==> src/rtl/sdram_port_arbiter_if.sv <==
// Signal bundle between client cores / SDRAM bus adapter and the N-port arbiter.
// slave is the arbiter's view; master is the environment (clients plus adapter).
interface sdram_port_arbiter_if #(
    parameter int NUM_PORTS = 5,
    parameter int ADDR_W    = 23,
    parameter int DATA_W    = 32
);
    logic [NUM_PORTS-1:0]        port_enable;
    logic                        arb_mode;
    logic [NUM_PORTS-1:0]        req_read;
    logic [NUM_PORTS-1:0]        req_write;
    logic [NUM_PORTS*ADDR_W-1:0] req_addr;
    logic [NUM_PORTS*DATA_W-1:0] req_writedata;
    logic [DATA_W-1:0]           req_readdata;
    logic [NUM_PORTS-1:0]        req_finished;
    logic [NUM_PORTS-1:0]        grant;
    logic                        busy;
    logic                        timeout_err;
    logic                        sdram_read;
    logic                        sdram_write;
    logic [ADDR_W-1:0]           sdram_addr;
    logic [DATA_W-1:0]           sdram_writedata;
    logic [DATA_W-1:0]           sdram_readdata;
    logic                        sdram_finished;

    modport slave (
        input  port_enable, arb_mode, req_read, req_write, req_addr, req_writedata,
               sdram_readdata, sdram_finished,
        output req_readdata, req_finished, grant, busy, timeout_err,
               sdram_read, sdram_write, sdram_addr, sdram_writedata
    );

    modport master (
        output port_enable, arb_mode, req_read, req_write, req_addr, req_writedata,
               sdram_readdata, sdram_finished,
        input  req_readdata, req_finished, grant, busy, timeout_err,
               sdram_read, sdram_write, sdram_addr, sdram_writedata
    );
endinterface

==> src/rtl/sdram_port_arbiter.sv <==
// Registered N-port SDRAM request arbiter: round-robin or fixed priority, grant held
// for a whole transaction, sticky watchdog when the adapter never finishes.
module sdram_port_arbiter #(
    parameter int NUM_PORTS = 5,
    parameter int ADDR_W    = 23,
    parameter int DATA_W    = 32,
    parameter int TIMEOUT   = 4096
) (
    input  logic                i_clk,
    input  logic                i_rst,
    sdram_port_arbiter_if.slave bus
);
    localparam int IDX_W = (NUM_PORTS > 1) ? $clog2(NUM_PORTS) : 1;
    localparam int CNT_W = $clog2(TIMEOUT);

    typedef enum logic [1:0] {
        IDLE  = 2'd0,
        ISSUE = 2'd1,
        DONE  = 2'd2
    } state_t;

    state_t               state_q, state_d;
    logic [IDX_W-1:0]     last_q, last_d;
    logic [CNT_W-1:0]     cnt_q, cnt_d;
    logic [NUM_PORTS-1:0] grant_q, grant_d;
    logic [NUM_PORTS-1:0] fin_q, fin_d;
    logic                 rd_q, rd_d;
    logic                 wr_q, wr_d;
    logic                 busy_q, busy_d;
    logic                 terr_q, terr_d;
    logic [ADDR_W-1:0]    addr_q, addr_d;
    logic [DATA_W-1:0]    wdata_q, wdata_d;
    logic [DATA_W-1:0]    rdata_q, rdata_d;

    logic [NUM_PORTS-1:0] cand;
    logic [IDX_W-1:0]     rr_idx;
    logic [IDX_W-1:0]     fx_idx;
    logic [IDX_W-1:0]     win;
    logic                 rr_found;
    logic [ADDR_W-1:0]    addr_arr  [NUM_PORTS];
    logic [DATA_W-1:0]    wdata_arr [NUM_PORTS];

    genvar gi;
    generate
        for (gi = 0; gi < NUM_PORTS; gi++) begin : g_unpack
            assign addr_arr[gi]  = bus.req_addr[gi*ADDR_W +: ADDR_W];
            assign wdata_arr[gi] = bus.req_writedata[gi*DATA_W +: DATA_W];
        end
    endgenerate

    assign cand = (bus.req_read | bus.req_write) & bus.port_enable;

    // Both candidate winners are always computed; arb_mode only picks one.
    always_comb begin : winner
        int pos;
        pos      = 0;
        rr_found = 1'b0;
        rr_idx   = '0;
        fx_idx   = '0;
        for (int i = 1; i <= NUM_PORTS; i++) begin
            pos = int'(last_q) + i;
            if (pos >= NUM_PORTS) pos = pos - NUM_PORTS;
            if (!rr_found && cand[IDX_W'(pos)]) begin
                rr_found = 1'b1;
                rr_idx   = IDX_W'(pos);
            end
        end
        for (int i = NUM_PORTS - 1; i >= 0; i--) begin
            if (cand[IDX_W'(i)]) fx_idx = IDX_W'(i);
        end
        win = bus.arb_mode ? fx_idx : rr_idx;
    end

    always_comb begin : next_state
        state_d = state_q;
        last_d  = last_q;
        cnt_d   = cnt_q;
        grant_d = grant_q;
        fin_d   = '0;
        rd_d    = rd_q;
        wr_d    = wr_q;
        busy_d  = busy_q;
        terr_d  = terr_q;
        addr_d  = addr_q;
        wdata_d = wdata_q;
        rdata_d = rdata_q;
        case (state_q)
            IDLE: begin
                if (|cand) begin
                    state_d = ISSUE;
                    grant_d = NUM_PORTS'(1) << win;
                    last_d  = win;
                    cnt_d   = '0;
                    // Write takes precedence when a client raises both strobes.
                    wr_d    = bus.req_write[win];
                    rd_d    = ~bus.req_write[win];
                    addr_d  = addr_arr[win];
                    wdata_d = wdata_arr[win];
                    busy_d  = 1'b1;
                end
            end
            ISSUE: begin
                if (bus.sdram_finished) begin
                    state_d = DONE;
                    rd_d    = 1'b0;
                    wr_d    = 1'b0;
                    rdata_d = wr_q ? '0 : bus.sdram_readdata;
                    fin_d   = grant_q;
                end else if (cnt_q == CNT_W'(TIMEOUT - 1)) begin
                    state_d = DONE;
                    rd_d    = 1'b0;
                    wr_d    = 1'b0;
                    rdata_d = '0;
                    terr_d  = 1'b1;
                    fin_d   = grant_q;
                end else begin
                    cnt_d = cnt_q + CNT_W'(1);
                end
            end
            DONE: begin
                state_d = IDLE;
                grant_d = '0;
                busy_d  = 1'b0;
            end
            default: begin
                state_d = IDLE;
                grant_d = '0;
                busy_d  = 1'b0;
                rd_d    = 1'b0;
                wr_d    = 1'b0;
            end
        endcase
    end

    always_ff @(posedge i_clk or posedge i_rst) begin
        if (i_rst) begin
            state_q <= IDLE;
            last_q  <= IDX_W'(NUM_PORTS - 1);
            cnt_q   <= '0;
            grant_q <= '0;
            fin_q   <= '0;
            rd_q    <= 1'b0;
            wr_q    <= 1'b0;
            busy_q  <= 1'b0;
            terr_q  <= 1'b0;
            addr_q  <= '0;
            wdata_q <= '0;
            rdata_q <= '0;
        end else begin
            state_q <= state_d;
            last_q  <= last_d;
            cnt_q   <= cnt_d;
            grant_q <= grant_d;
            fin_q   <= fin_d;
            rd_q    <= rd_d;
            wr_q    <= wr_d;
            busy_q  <= busy_d;
            terr_q  <= terr_d;
            addr_q  <= addr_d;
            wdata_q <= wdata_d;
            rdata_q <= rdata_d;
        end
    end

    assign bus.grant           = grant_q;
    assign bus.req_finished    = fin_q;
    assign bus.req_readdata    = rdata_q;
    assign bus.busy            = busy_q;
    assign bus.timeout_err     = terr_q;
    assign bus.sdram_read      = rd_q;
    assign bus.sdram_write     = wr_q;
    assign bus.sdram_addr      = addr_q;
    assign bus.sdram_writedata = wdata_q;
endmodule
==> src/flat_wrapper.sv <==
// flat-port wrapper written by rule: the top's interface ports become plain ports
module sdram_port_arbiter_flat 
#(
    parameter int NUM_PORTS = 5,
    parameter int ADDR_W    = 23,
    parameter int DATA_W    = 32,
    parameter int TIMEOUT   = 4096
)
  (i_clk, i_rst, bus_port_enable, bus_arb_mode, bus_req_read, bus_req_write, bus_req_addr, bus_req_writedata, bus_sdram_readdata, bus_sdram_finished, bus_req_readdata, bus_req_finished, bus_grant, bus_busy, bus_timeout_err, bus_sdram_read, bus_sdram_write, bus_sdram_addr, bus_sdram_writedata);
  sdram_port_arbiter_if #(.NUM_PORTS(NUM_PORTS), .ADDR_W(ADDR_W), .DATA_W(DATA_W)) bus_i ();
  input  logic i_clk;
  input  logic i_rst;
  input wire logic [$bits(bus_i.port_enable)-1:0] bus_port_enable;
  input wire logic [$bits(bus_i.arb_mode)-1:0] bus_arb_mode;
  input wire logic [$bits(bus_i.req_read)-1:0] bus_req_read;
  input wire logic [$bits(bus_i.req_write)-1:0] bus_req_write;
  input wire logic [$bits(bus_i.req_addr)-1:0] bus_req_addr;
  input wire logic [$bits(bus_i.req_writedata)-1:0] bus_req_writedata;
  input wire logic [$bits(bus_i.sdram_readdata)-1:0] bus_sdram_readdata;
  input wire logic [$bits(bus_i.sdram_finished)-1:0] bus_sdram_finished;
  output wire logic [$bits(bus_i.req_readdata)-1:0] bus_req_readdata;
  output wire logic [$bits(bus_i.req_finished)-1:0] bus_req_finished;
  output wire logic [$bits(bus_i.grant)-1:0] bus_grant;
  output wire logic [$bits(bus_i.busy)-1:0] bus_busy;
  output wire logic [$bits(bus_i.timeout_err)-1:0] bus_timeout_err;
  output wire logic [$bits(bus_i.sdram_read)-1:0] bus_sdram_read;
  output wire logic [$bits(bus_i.sdram_write)-1:0] bus_sdram_write;
  output wire logic [$bits(bus_i.sdram_addr)-1:0] bus_sdram_addr;
  output wire logic [$bits(bus_i.sdram_writedata)-1:0] bus_sdram_writedata;
  assign bus_i.port_enable = bus_port_enable;
  assign bus_i.arb_mode = bus_arb_mode;
  assign bus_i.req_read = bus_req_read;
  assign bus_i.req_write = bus_req_write;
  assign bus_i.req_addr = bus_req_addr;
  assign bus_i.req_writedata = bus_req_writedata;
  assign bus_i.sdram_readdata = bus_sdram_readdata;
  assign bus_i.sdram_finished = bus_sdram_finished;
  assign bus_req_readdata = bus_i.req_readdata;
  assign bus_req_finished = bus_i.req_finished;
  assign bus_grant = bus_i.grant;
  assign bus_busy = bus_i.busy;
  assign bus_timeout_err = bus_i.timeout_err;
  assign bus_sdram_read = bus_i.sdram_read;
  assign bus_sdram_write = bus_i.sdram_write;
  assign bus_sdram_addr = bus_i.sdram_addr;
  assign bus_sdram_writedata = bus_i.sdram_writedata;
  sdram_port_arbiter #(.NUM_PORTS(NUM_PORTS), .ADDR_W(ADDR_W), .DATA_W(DATA_W), .TIMEOUT(TIMEOUT)) u_core (.i_clk(i_clk), .i_rst(i_rst), .bus(bus_i));
endmodule
==> config.mk <==
export PLATFORM = sky130hd
export DESIGN_NAME = sdram_port_arbiter_flat
export DESIGN_NICKNAME = d
export VERILOG_FILES = /design/src/rtl/sdram_port_arbiter_if.sv /design/src/rtl/sdram_port_arbiter.sv /design/src/flat_wrapper.sv
export SDC_FILE = /design/constraint.sdc
export NUM_CORES = 1
export LEC_CHECK = 0
export CORE_AREA = 2 2 164 166
export DETAILED_ROUTE_END_ITERATION = 8
export DIE_AREA = 0 0 166 168
export REMOVE_ABC_BUFFERS = 1
export SETUP_SLACK_MARGIN = 0.02
export SYNTH_ARGS = -nofsm -noshare
export SYNTH_HDL_FRONTEND = slang
export SYNTH_SLANG_ARGS = --single-unit
==> constraint.sdc <==
create_clock -name i_clk -period 11.2 [get_ports i_clk]
set_clock_uncertainty 0.1 [all_clocks]
set_input_delay 2.24 -clock i_clk [delete_from_list [all_inputs] [get_ports i_clk]]
set_output_delay 2.24 -clock i_clk [all_outputs]
set_load 0.01 [all_outputs]
### Routing congestion

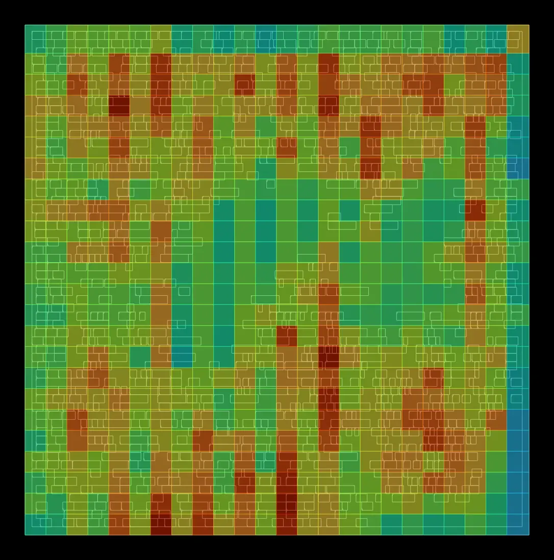
Routed WL per cell: 19.9 um
GRT Util Overall: 0.211
routing usage on met1: 0.262
fin util: 0.486

### Routed clock nets over the placement

The bar under the picture is 50 um long.
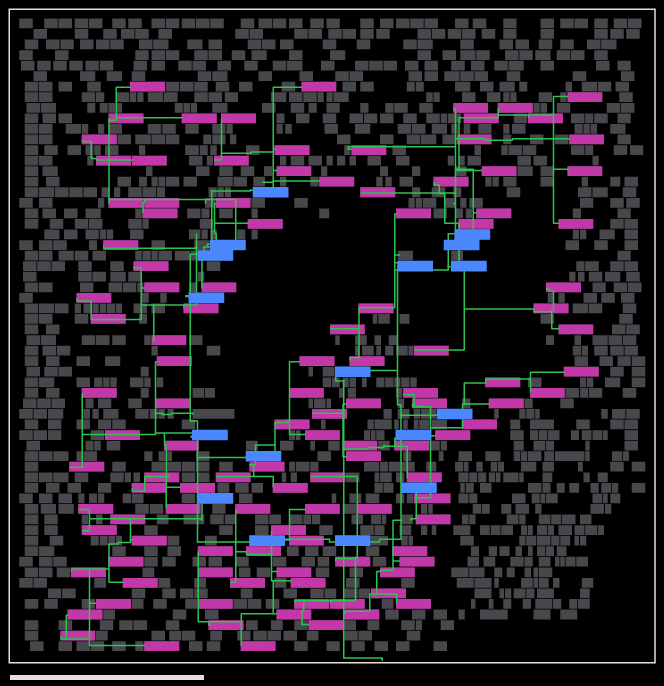
[clock wires] green | length: 1890 um
[clock-net drivers] blue | count: 17
[flip-flops] magenta | count: 118
routed clock nets	18
Clock power frac: 0.144
Clock net power: 548 uW
clk latency late pin: 410 ps

### Placement by cell class

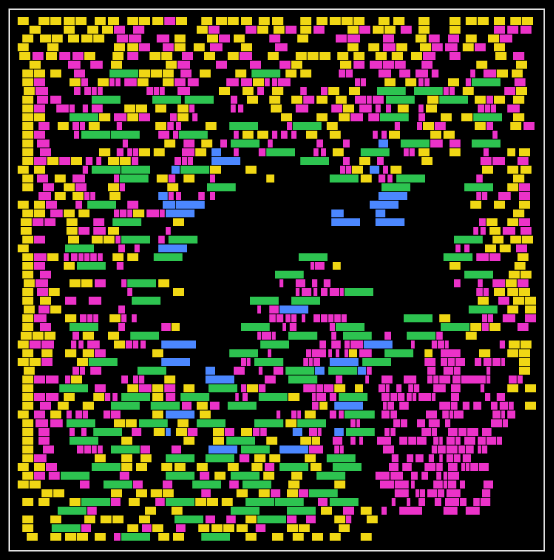
class	colour	cells
remaining logic cells	magenta	601
sequential cells	green	118
remaining buffers and delay cells	yellow	435
clock drivers and dummy loads	blue	32

### Routed metal, one colour a layer

The bar under the picture is 50 um long.
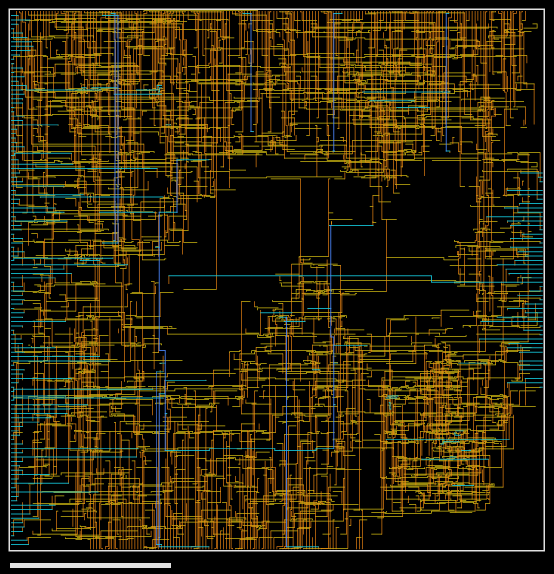
layer	colour	wire length
M4	blue	599 um
M2	orange	15400 um
M1	yellow	12500 um
M3	cyan	1930 um

==> run_results.csv <==
group,metric,value,unit
pwr,swShare,0.428,
routing,via_count,7578,
layout,fill_cells,2534,
layout,final_common_cell,"clkdlybuf4s50_1",
yosys,ys_chip_area,0.00776,mm2
global_route,grt_overflow,0,
pwr,ir_worst_vdd,0.410,mV
routing,final_antenna_net_count,0,
floorplanning,dieWidth,166,um
sta,rsz0062_at_grt,"no",
yosys,edf_count,0,
setup_path,r2r_end,"u_core.bus.sdram_addr[4]$_DFFE_PP0P_",
yosys,top_logic_kind,"multiplexers",
clock_network,cts-resized-gates,0,
yosys,syn_area,0.00776,mm2
yosys,yosysTopAreaCell,"dfrtp_1",
pwr,p_seq_frac,0.194,
yosys,synth_warnings,0,
status,status,"finished, final reports clean",
floorplanning,num_rows,60,
yosys,synth.distinct_cells,60,
setup_path,cpMostUsedCell,"mux2i_1",
placement,place.gp.congestion,0.871,
yosys,yosys.area_share.simple,0.124,
sta,slew_headroom,0.322,
pwr,p_leak,0.00573,uW
layout,layout_top_cells,"426 x clkdlybuf4s50_1, 120 x mux2i_1, 117 x dfrtp_1",
sta,finalCriticalPeriod,7030,ps
setup_path,path_class,"in2reg",
clock_network,cts-hold-fix-buffers,0,
global_route,first_global_vias,7786,
routing,routed_via_density,4.96,
yosys,synth_cells,779,
yosys,netlist.area_leader.share,0.377,
setup_path,rrSetupSlack,5060,ps
pwr,p_switching,1630,uW
sta,hold_slack,377,ps
sta,finalWorstSetupSlack,4170,ps
clock_network,cts_made_buffers,17,
pwr,p_total,3810,uW
sta,finalMaxSlewViolations,0,
clock_network,root_buffer,"clkbuf_16",
sta,finalCritPeriodShare,0.628,
routing,drt_pass1_iterations,5,
setup_path,r2r_start,"u_core.last_q[0]$_DFFE_PP0P_",
yosys,yosys-top-cells-area,"dfrtp_1 38%, mux2i_1 15%, mux2_2 8.4%, and3_1 4.7%, a21oi_1 4.6%",
floorplanning,core,0.0264,mm2
==> routing by layer <==
| metal | wire (um) | GRT usage |
|---|---|---|
| met1 | 12500 | 0.262 |
| met2 | 15400 | 0.369 |
| met3 | 1930 | 0.0472 |
| met4 | 599 | 0.0582 |
| met5 | 0 | 0 |
==> stage by stage <==
step,utilization,setup TNS (ps)
3_3_place_gp,0.464,0
2_1_floorplan,-,-166830
5_1_grt,0.486,0
4_1_cts,0.486,0
6_report,0.486,0
3_5_place_dp,0.464,0
==> synthesized netlist by cell type, types with 7 or more instances <==
cell      count
nand2b_1      9
a21oi_1      72
a22o_1       34
inv_1        12
o21ai_1      60
mux2i_1     120
ha_1         10
mux2_2       58
xor2_1        8
and3_1       58
nor2_1       24
nor3_1        8
clkbuf_1     42
and2_1        7
nand2_1      12
nor2b_1      11
dfrtp_1     117
o21ai_0      12
==> power groups by stage <==
stage	Clock [uW]	Sequential [uW]	Combinational, uW
after detailed placement	0	741	2540
after floorplan	0	809	1750
after global routing	581	764	2730
final	548	740	2520
after CTS	563	739	2540
after global placement	0	738	2520
==> layout make-up <==
| class | instances | area, um2 | area share |
|---|---|---|---|
| clock buffer | 17 | 425 | 0.0332 |
| clock inverter | 15 | 151 | 0.0118 |
| inverter | 15 | 58.8 | 0.00459 |
| multi-input combinational | 586 | 4460 | 0.348 |
| sequential | 118 | 2950 | 0.231 |
| tap | 341 | 427 | 0.0333 |
| timing repair buffer | 435 | 4330 | 0.338 |
==> registers in the layout, summed over array words and instances (netlist names) <==
name,count
u_core.bus.timeout_err,1
u_core.bus.req_finished,5
u_core.last_q,3
u_core.bus.req_readdata,32
u_core.bus.sdram_addr,23
u_core.bus.busy,1
u_core.bus.sdram_writedata,32
u_core.cnt_q,12
u_core.state_q,2
u_core.bus.sdram_read,1
u_core.bus.sdram_write,1
u_core.bus.grant,5
==> cell families (layout without fill, tap and decap cells) <==
group / after synthesis / after routing
AND/OR/NAND/NOR: 165 / 165
AND-OR/OR-AND: 220 / 220
XOR/XNOR: 12 / 12
flip-flops: 118 / 118
buffers and inverters: 75 / 482
multiplexers: 178 / 178
adder cells (fa/ha/maj): 11 / 11
==> worst min path at each step <==
stage,cells past startpoint,slack (ps),to,startpoint
after CTS,1,390,u_core.bus.timeout_err$_DFFE_PP0P_,u_core.bus.timeout_err$_DFFE_PP0P_
final,1,380,u_core.bus.timeout_err$_DFFE_PP0P_,u_core.bus.timeout_err$_DFFE_PP0P_
after detailed placement,1,340,u_core.bus.timeout_err$_DFFE_PP0P_,u_core.bus.timeout_err$_DFFE_PP0P_
after floorplan,1,390,u_core.bus.timeout_err$_DFFE_PP0P_,u_core.bus.timeout_err$_DFFE_PP0P_
after global placement,1,350,u_core.bus.timeout_err$_DFFE_PP0P_,u_core.bus.timeout_err$_DFFE_PP0P_
after global routing,1,400,u_core.bus.timeout_err$_DFFE_PP0P_,u_core.bus.timeout_err$_DFFE_PP0P_
==> worst register-to-register path, delay by kind of cell, from the launching register on <==
family	cells	cell delay, ps
AOI/OAI and AO/OA	4	1600
xor gates and xnor gates	1	270
adders and majority gates	2	580
buffers and inverters	3	1180
DFF	1	660
muxes	3	940
and+or+nand+nor	2	690
Power and IR drop assume default switching activity.
